**Run 1: metal layers overlaid**

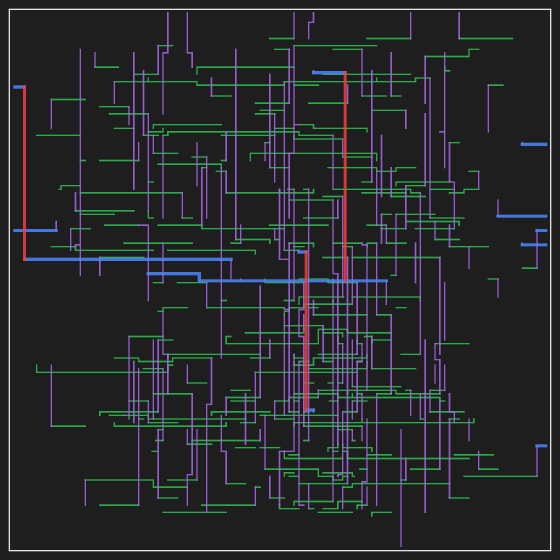
**Run 1: cell placement**

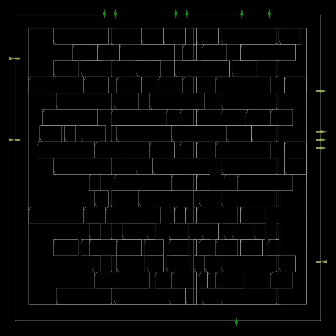
**Run 1: wire density map**

10 x 10 tiles, from black (low) to pale yellow (high), scaled to the fullest tile. Values are wire area over tile area, all layers added.
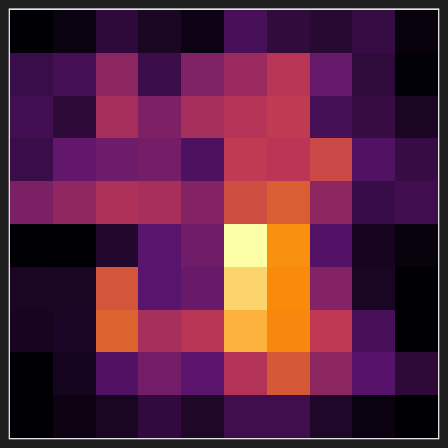
===== src/rtl/uart_rx.sv =====
// uart_rx: 8N1 serial receiver, OVERSAMPLE clocks per bit, mid-bit sampling.
// Emits each good byte with a 1-cycle valid strobe; flags a low stop bit.
module uart_rx #(
    parameter int OVERSAMPLE = 16,
    parameter int DATA_BITS  = 8
) (
    input  logic                 baud_clk,
    input  logic                 rst_n,
    input  logic                 i_bit,
    output logic [DATA_BITS-1:0] data_out,
    output logic                 data_valid,
    output logic                 frame_err,
    output logic                 busy
);

    localparam int TW = $clog2(OVERSAMPLE);

    localparam logic [TW-1:0] T_MID  = TW'(OVERSAMPLE / 2 - 1);
    localparam logic [TW-1:0] T_END  = TW'(OVERSAMPLE - 1);
    localparam logic [2:0]    B_LAST = 3'(DATA_BITS - 1);

    localparam logic [1:0] IDLE  = 2'd0;
    localparam logic [1:0] START = 2'd1;
    localparam logic [1:0] DATA  = 2'd2;
    localparam logic [1:0] STOP  = 2'd3;

    logic                 rx_meta;
    logic                 rx_s;
    logic                 rx_prev;
    logic [1:0]           state;
    logic [TW-1:0]        tick_cnt;
    logic [2:0]           bit_idx;
    logic [DATA_BITS-1:0] shreg;
    logic [DATA_BITS-1:0] sh_next;

    // Sync chain resets to 1 so an idle line does not look like an edge.
    always_ff @(posedge baud_clk or negedge rst_n) begin
        if (!rst_n) begin
            rx_meta <= 1'b1;
            rx_s    <= 1'b1;
            rx_prev <= 1'b1;
        end else begin
            rx_meta <= i_bit;
            rx_s    <= rx_meta;
            rx_prev <= rx_s;
        end
    end

    assign sh_next = DATA_BITS'({rx_s, shreg} >> 1);
    assign busy    = (state != IDLE);

    always_ff @(posedge baud_clk or negedge rst_n) begin
        if (!rst_n) begin
            state      <= IDLE;
            tick_cnt   <= '0;
            bit_idx    <= '0;
            shreg      <= '0;
            data_out   <= '0;
            data_valid <= 1'b0;
            frame_err  <= 1'b0;
        end else begin
            data_valid <= 1'b0;
            frame_err  <= 1'b0;
            case (state)
                IDLE: begin
                    if (rx_prev && !rx_s) begin
                        state    <= START;
                        tick_cnt <= '0;
                        bit_idx  <= '0;
                    end
                end
                START: begin
                    if (tick_cnt == T_MID) begin
                        state    <= rx_s ? IDLE : DATA;
                        tick_cnt <= '0;
                        bit_idx  <= '0;
                    end else begin
                        tick_cnt <= tick_cnt + 1'b1;
                    end
                end
                DATA: begin
                    if (tick_cnt == T_END) begin
                        shreg    <= sh_next;
                        tick_cnt <= '0;
                        if (bit_idx == B_LAST) begin
                            state   <= STOP;
                            bit_idx <= '0;
                        end else begin
                            bit_idx <= bit_idx + 1'b1;
                        end
                    end else begin
                        tick_cnt <= tick_cnt + 1'b1;
                    end
                end
                STOP: begin
                    if (tick_cnt == T_END) begin
                        if (rx_s) begin
                            data_out   <= shreg;
                            data_valid <= 1'b1;
                        end else begin
                            frame_err  <= 1'b1;
                        end
                        state    <= IDLE;
                        tick_cnt <= '0;
                        bit_idx  <= '0;
                    end else begin
                        tick_cnt <= tick_cnt + 1'b1;
                    end
                end
                default: begin
                    state    <= IDLE;
                    tick_cnt <= '0;
                    bit_idx  <= '0;
                end
            endcase
        end
    end

endmodule

===== config.mk =====
export PLATFORM = sky130hd
export DESIGN_NAME = uart_rx
export DESIGN_NICKNAME = d
export VERILOG_FILES = /design/src/rtl/uart_rx.sv
export SDC_FILE = /design/constraint.sdc
export NUM_CORES = 1
export LEC_CHECK = 0
export CORE_MARGIN = 2
export CORE_UTILIZATION = 60
export CTS_BUF_LIST = sky130_fd_sc_hd__clkbuf_2
export CTS_CLUSTER_DIAMETER = 50
export DETAILED_ROUTE_END_ITERATION = 6
export PLACE_DENSITY = 0.86
export SYNTH_ARGS = -nofsm -noshare
export SYNTH_HDL_FRONTEND = slang
export SYNTH_SLANG_ARGS = --single-unit

===== constraint.sdc =====
create_clock -name baud_clk -period 3.6 [get_ports baud_clk]
set_input_delay 0.9 -clock baud_clk [delete_from_list [all_inputs] [get_ports baud_clk]]
set_output_delay 0.9 -clock baud_clk [all_outputs]
set_load 0.01 [all_outputs]

==> results.toml, run 1 <==
# yosys + openroad results
[layout]
clkbuf_count = 6
clock_area_share_pct = 2.57
comb_area_um2 = 538
seq-cell-share_pct = 49.9
diodes = 0
dominant_cells = "registers"

[route]
first_pass_iters = 3

[setup_path]
r2r-start = "tick_cnt[0]"
worstSetupPathType = "register to output pin"
end_kind = "output pin"

[global_route]
grt_pass1_vias = 731

[logic_synthesis]
ys_warn_count = 0
syn_area_per_cell_um2 = 14.0
ys.flops = 30

[power_and_ir_drop]
p_total_uw = 809

[outcome]
status = "completed"

[sta]
fin_ws_ns = 0.778
relSlewSlack_pct = 67.9
rsz0062_at_grt = "no"
hold_slack_ns = 0.368

[placement]
dpl_cell_area_um2 = 1470
gp_congestion = 0.858
dpl.cell_count = 132

[floorplanning]
core_region_area_um2 = 2150
fp.dieH_um = 51.2

[clocking]
cts_max_level = 2
cts_setup_buffers = 0

[min_path]
holdPathStages = 0

[run]
warnings = 26
Notes on 'metal layers overlaid' above:
- green: M1 (wire length 852 um)
- purple: M2 (wire length 908 um)
- red: M4 (wire length 51.0 um)
- blue: M3 (wire length 62.6 um)

Notes on 'cell placement' above:
Finished Core Util: 70.4%
# rows: 17
FILL cells: 150

Notes on 'wire density map' above:
- mean over tiles: 0.11
- nearly empty tiles: 9.0%
- densest ninth of the die: centre
- fullest tile: 0.42
- tiles over half the peak: 15%

-- run 1: report_power, final --
group / total (mW) / internal [mW] / switching (mW)
clock network: 0.153 / 0.0479 / 0.105
registers: 0.447 / 0.378 / 0.0687
logic: 0.209 / 0.116 / 0.0926
total: 0.809 / 0.543 / 0.266
-- run 1: how the worst max path moves through the flow --
| stage | from | slack, ns | depth (start not counted) | end |
|---|---|---|---|---|
| global route | register | 0.63 | 3 | busy |
| global placement | register | 1.23 | 3 | busy |
| CTS | register | 0.75 | 3 | busy |
| floorplan | state[0] | 1.71 | 3 | busy |
| detailed placement | register | 1.13 | 3 | busy |
| finish | register | 0.78 | 3 | busy |
-- run 1: placed cells by master (no fill, tap or decap) --
cell type        instances
a2bb2oi_1                1
clkdlybuf4s50_1         13
dfstp_2                  3
and4_1                   2
mux2_2                  20
o31ai_1                  1
nand2_1                  1
buf_4                    1
nor3b_1                  2
clkinv_1                 1
nor2b_1                  4
nand3_1                  3
a22o_1                   1
and3_1                   2
a21o_1                   1
a21bo_2                  1
mux2i_1                  3
inv_1                    2
and3b_1                  1
a21oi_1                  2
clkinv_2                 1
and3_4                   1
a221oi_4                 1
clkbuf_2                 6
ha_1                     3
nor3b_4                  1
nor2_1                   4
nand3b_1                 1
dfrtp_1                 27
a221o_1                  1
nand2b_1                 1
-- run 1: registers in the layout, indices dropped and copies added (netlist names), named ones only --
register    cells
data_out        8
frame_err       1
bit_idx         3
rx_prev         1
data_valid      1
shreg           8
tick_cnt        4
rx_s            1
rx_meta         1
state           1
-- run 1: layer usage --
| layer | vias up | share of wire, % | global-route usage, % |
|---|---|---|---|
| li1 | 373 | - | - |
| met1 | 375 | 45 | 22.1 |
| met2 | 13 | 48 | 25.8 |
| met3 | 6 | 3.3 | 6.14 |
| met4 | 0 | 2.7 | 10.8 |
| met5 | - | 0 | 0 |
-- run 1: worst max-delay path: stages (launching register included) --
cell	delay (ns)
dfrtp_1	0.51
nor2_1	0.44
inv_1	0.14
clkdlybuf4s50_1	0.51
-- run 1: logic make-up after synthesis --
group	share of synthesized area, %
AOI/OAI and AO/OA	6.66
adders and majority gates	2.81
buffers and inverters	3.10
DFF	56.6
muxes	19.1
and+or+nand+nor	11.7
-- run 1: synth_stat cells --
cell | number | area, um^2
dfstp_2 | 3 | 78.8
mux2_2 | 20 | 225
nor2_1 | 4 | 15.0
nor3b_4 | 1 | 18.8
nand2b_1 | 1 | 6.26
nand2_1 | 1 | 3.75
nor3b_1 | 2 | 15.0
nand3_1 | 3 | 15.0
mux2i_1 | 3 | 30.0
buf_6 | 1 | 11.3
and4_1 | 2 | 17.5
buf_4 | 1 | 7.51
ha_1 | 3 | 37.5
a221o_1 | 1 | 10.0
and3_4 | 1 | 11.3
nand3b_1 | 1 | 7.51
dfrtp_1 | 27 | 676
and3_1 | 2 | 12.5
inv_1 | 2 | 7.51
a21oi_1 | 2 | 10.0
buf_2 | 3 | 15.0
a22o_1 | 1 | 8.76
nor2b_1 | 4 | 25.0
a2bb2oi_1 | 1 | 8.76
and3b_1 | 1 | 8.76
a21bo_2 | 1 | 10.0
o31ai_1 | 1 | 7.51
a21o_1 | 1 | 7.51
a221oi_4 | 1 | 26.3
==> run 2, diff against run 1 <==
CORE_UTILIZATION = 52   (was 60)
PLACE_DENSITY = 0.79   (was 0.86)
clock period = 2.4 ns   (was 3.6 ns; I/O delays follow)
==> results.toml, run 2 <==
# yosys + openroad results
[layout]
diodes = 0
reg.largest.list = "data_out x8, shreg x8, tick_cnt x4"
final_cell_mix = "25 x dfrtp_1, 20 x mux2_2, 13 x clkdlybuf4s50_1, 5 x clkbuf_2"
layout.cells.most_common = "dfrtp_1"

[floorplanning]
core_region_area_um2 = 2450
fp-row-count = 18
die_area_um2 = 2990
fp.dieH_um = 54.6

[logic_synthesis]
ys_top_cells_by_area = "dfrtp_1 51%, mux2_2 17%, dfstp_2 5.9%"
common_cells = "27 x dfrtp_1, 20 x mux2_2, 4 x nor2_1, 4 x nor2b_1"
yosys.area.top_type = "dfrtp_1"
yosys_most_used_dff = "dfrtp_1"
top_area_share_pct = 50.7
synth-edff-count = 0
synth_dominant_cell_count = "dfrtp_1"
syn_area_per_cell_um2 = 14.0

[global_route]
grt_pass1_wl_um = 3370
grt_pass1_vias = 723

[sta]
relSlewSlack_pct = 65.3
rsz0062_at_grt = "no"
fin_setup_tns_ns = 0
fin_ws_ns = 0.197

[placement]
hpwl_um = 1530
dpl.cell_count = 135
gp_congestion = 0.743
port-buffer-count = 13

[setup_path]
worstSetupPathType = "register to output pin"
r2r-start = "tick_cnt[0]"
end_kind = "output pin"

[route]
first_pass_iters = 4

[clocking]
cts_hold_buffers = 0
cts_max_level = 2

[run]
warnings = 26

[outcome]
status = "completed"

[power_and_ir_drop]
p_per_area_nw_per_um2 = 879
p_total_mw = 1.36
==> run 2: netlist changes by cell type in the layout (fill, tap and decap cells not counted) <==
| cell | before | now |
|---|---|---|
| buf_4 | 1 | 2 |
| bufinv_16 | 0 | 1 |
| clkbuf_2 | 6 | 5 |
| clkinv_2 | 1 | 0 |
| dfrtp_2 | 0 | 2 |
| dfrtp_1 | 27 | 25 |
==> run 2: cell type report <==
| class | instances | area (um^2) |
|---|---|---|
| fillers | 191 | 911 |
| flip-flops and latches | 30 | 757 |
| multi-input cells | 58 | 538 |
| repair buffers | 15 | 145 |
| well taps | 30 | 37.5 |
| clock inverters | 2 | 33.8 |
| clock buffers | 5 | 25.0 |
| inverters | 2 | 7.51 |
==> run 2: worst paths after layout <==
kind                               end  slack (ns)  depth (start not counted)
max in group asynchronous      rx_prev        1.47                          2
min in group asynchronous  tick_cnt[3]        0.59                          2
setup / recovery                  busy        0.20                          3
hold / removal                    rx_s        0.36                          0
setup reg to reg           data_out[6]        0.41                          4
hold reg to reg                   rx_s        0.36                          0
==> run 2: routing by layer <==
metal | share of wire (%) | GRT usage, %
met1 | 46 | 21.3
met2 | 47 | 24.8
met4 | 2.0 | 8.75
met3 | 4.9 | 7.65
met5 | 0 | 0
==> run 2: power breakdown <==
| group | switching [mW] | internal (mW) | leakage (nW) |
|---|---|---|---|
| Clock | 0.165 | 0.168 | 0.0365 |
| Sequential | 0.110 | 0.571 | 0.398 |
| Combinational | 0.154 | 0.189 | 0.318 |
| Total | 0.428 | 0.928 | 0.752 |
==> run 2: critical path, stage by stage (launching register included) <==
cell and delay (ns):
dfrtp_2 0.52, nor2_1 0.16, inv_1 0.09, clkdlybuf4s50_1 0.48
==> run 2: what timing repair did <==
item / 4_1_cts / 5_1_grt
endpoints found under the setup margin: 0 / 1
buffers inserted: 0 / 0
gates resized: 0 / 2
==> run 2: per-stage QoR <==
stage / hold slack [ns] / cell area (um^2) / utilization [%]
2_1_floorplan: 0.304 / 1330 / -
6_report: 0.365 / 1540 / 62.9
3_3_place_gp: 0.346 / 1480 / 60.4
4_1_cts: 0.365 / 1540 / 62.8
3_5_place_dp: 0.347 / 1480 / 60.4
5_1_grt: 0.376 / 1540 / 62.9
==> run 2: cells by family (layout without fill, tap and decap cells) <==
family,count (synthesis),after routing,share of synthesized area (%)
AOI/OAI and AO/OA,9,9,6.66
adders and majority gates,3,3,2.81
buffers and inverters,7,24,3.10
DFF,30,30,56.6
muxes,23,23,19.1
and+or+nand+nor,23,23,11.7
**Run 2: cells coloured by class**

The bar under the picture is 20 um long. Fill, decap, tap and diode cells in grey.
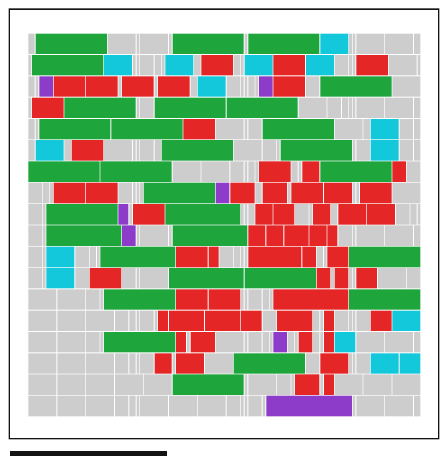
- green: registers (cells 30; share of their area 50%)
- red: remaining logic cells (cells 60; share of their area 36%)
- purple: clock drivers and dummy loads (cells 7; share of their area 3.9%)
- cyan: remaining buffers and delay cells (cells 15; share of their area 9.6%)

**Run 2: wire density map**

11 x 11 tiles, from black (low) to pale yellow (high), scaled to the fullest tile. Values are wire area over tile area, all layers added.
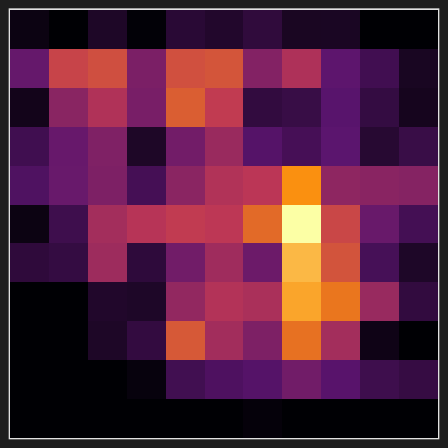
per-cell routed wire length: 15.5 um
final wirelength: 2210 um

==> run 3, diff against run 2 <==
SETUP_SLACK_MARGIN = 0.1   (was not set)
==> results.toml, run 3 <==
# yosys + openroad results
[outcome]
status = "completed"

[setup_path]
path_delay_family = "buffers and inverters"
path_cells = "nor2_1 -> inv_1 -> clkdlybuf4s50_1"
ff2ff_path_depth = 4
cp.buffers_inverters = 2
end_kind = "output pin"
r2r-end = "data_out[6]"
cpMaxStageDelayCell = "clkdlybuf4s50_1"
worstSetupPathType = "register to output pin"

[power_and_ir_drop]
p_seq_share_pct = 46.4
switching_power_uw = 439
p_per_area_nw_per_um2 = 894
pwr-share-clk_pct = 23.7

[floorplanning]
fp.dieH_um = 54.6
die_area_um2 = 2990

[route]
first_pass_iters = 4

[sta]
rsz0062_at_grt = "no"
fin_ws_ns = 0.270
fin_setup_tns_ns = 0

[logic_synthesis]
yosys.area.top_type = "dfrtp_1"

[layout]
layout.cells.most_common = "dfrtp_1"

[clocking]
cts_max_level = 2

[run]
warnings = 26
-- run 3: cell count changes in the layout (fill, tap and decap cells not counted), sizes merged --
cell	delta
buf	+4
-- run 3: logic make-up (layout without fill, tap and decap cells) --
logic type / Yosys count / after routing / share of synthesized area [%]
DFF: 30 / 30 / 56.6
muxes: 23 / 23 / 19.1
and+or+nand+nor: 23 / 23 / 11.7
AOI/OAI and AO/OA: 9 / 9 / 6.66
buffers and inverters: 7 / 28 / 3.10
adders and majority gates: 3 / 3 / 2.81
-- run 3: final cells by class --
type	instances	area (um^2)
fillers	186	881
well taps	30	37.5
clock inverters	2	33.8
clock buffers	5	25.0
flip-flops and latches	30	757
repair buffers	19	175
multi-input cells	58	538
inverters	2	7.51
-- run 3: stage by stage --
step	area, um^2	util, %
floorplan	1330	-
global placement	1480	60.4
detailed placement	1480	60.4
CTS	1540	62.8
global route	1570	64.1
finish	1570	64.1
-- run 3: power by group through the flow --
| stage | sequential (mW) | clock, mW | combinational [mW] |
|---|---|---|---|
| global route | 0.662 | 0.371 | 0.466 |
| finish | 0.653 | 0.334 | 0.421 |
| global placement | 0.679 | 0 | 0.324 |
| floorplan | 0.605 | 0 | 0.327 |
| detailed placement | 0.684 | 0 | 0.343 |
| CTS | 0.675 | 0.341 | 0.344 |
-- run 3: worst max-delay path by stage --
stage | startpoint | endpoint | depth (start not counted)
6_report | register | busy | 3
5_1_grt | register | busy | 3
4_1_cts | state[0] | busy | 3
3_5_place_dp | tick_cnt[0] | data_out[6] | 4
3_3_place_gp | register | busy | 3
2_1_floorplan | tick_cnt[0] | bit_idx[0] | 4
-- run 3: repair_timing --
action                                  in CTS  in global routing
buffers inserted                             0                  4
endpoints found under the setup margin       1                  1
resized                                      1                  1
-- run 3: worst register-to-register path: stages, from the launching register on --
cell and delay, ns:
dfrtp_1 0.43, ha_1 0.34, and3_4 0.28, and4_1 0.45, mux2_2 0.39
-- run 3: metal layers --
layer / vias up / part of all wire, % / track usage, %
met2: 19 / 48 / 25.2
met1: 384 / 45 / 22.0
met5: - / 0 / 0
li1: 383 / - / -
met3: 7 / 5.2 / 7.65
met4: 0 / 1.9 / 8.75
**Run 3: wire density map**

11 x 11 tiles, from black (low) to pale yellow (high), scaled to the fullest tile. Values are wire area over tile area, all layers added.
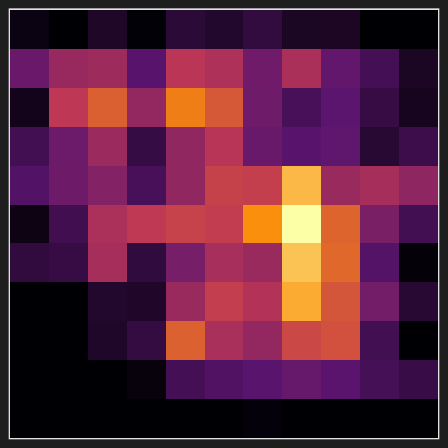
per-cell routed wire length: 15.3 um
via count: 793

**Run 3: cell placement**

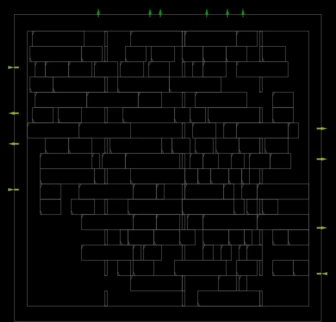
fraction of area in registers: 48.1%
CORE AREA: 2450 um^2
# rows: 18
Finished Layout Cells: 146


==> gallery <==
Met1 routing.
Supply wires on this layer in grey.
(a)
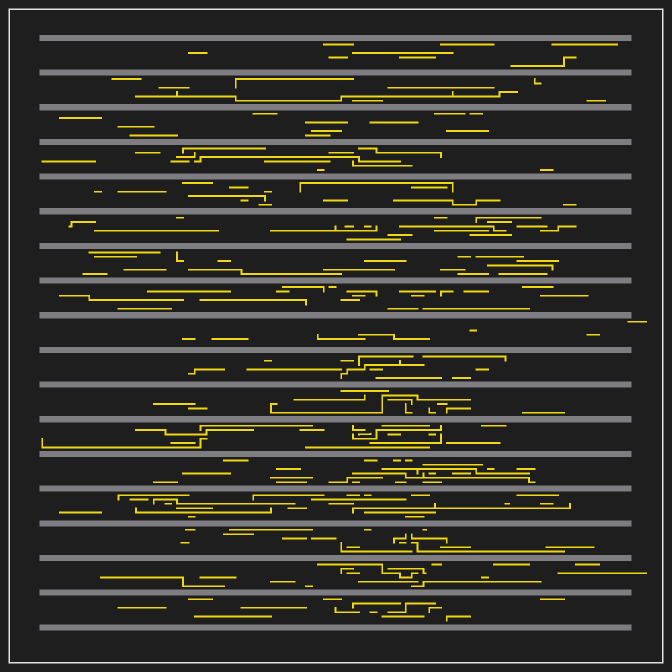
(b)
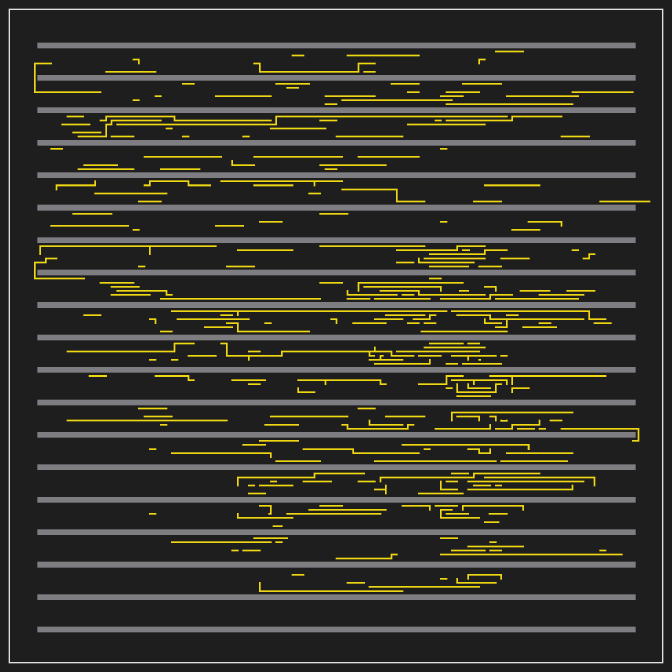
| from | picture |
|---|---|
| run 2 | (b) |
| run 1 | (a) |

Power figures rest on the tool's default switching activity, not on a simulated workload.
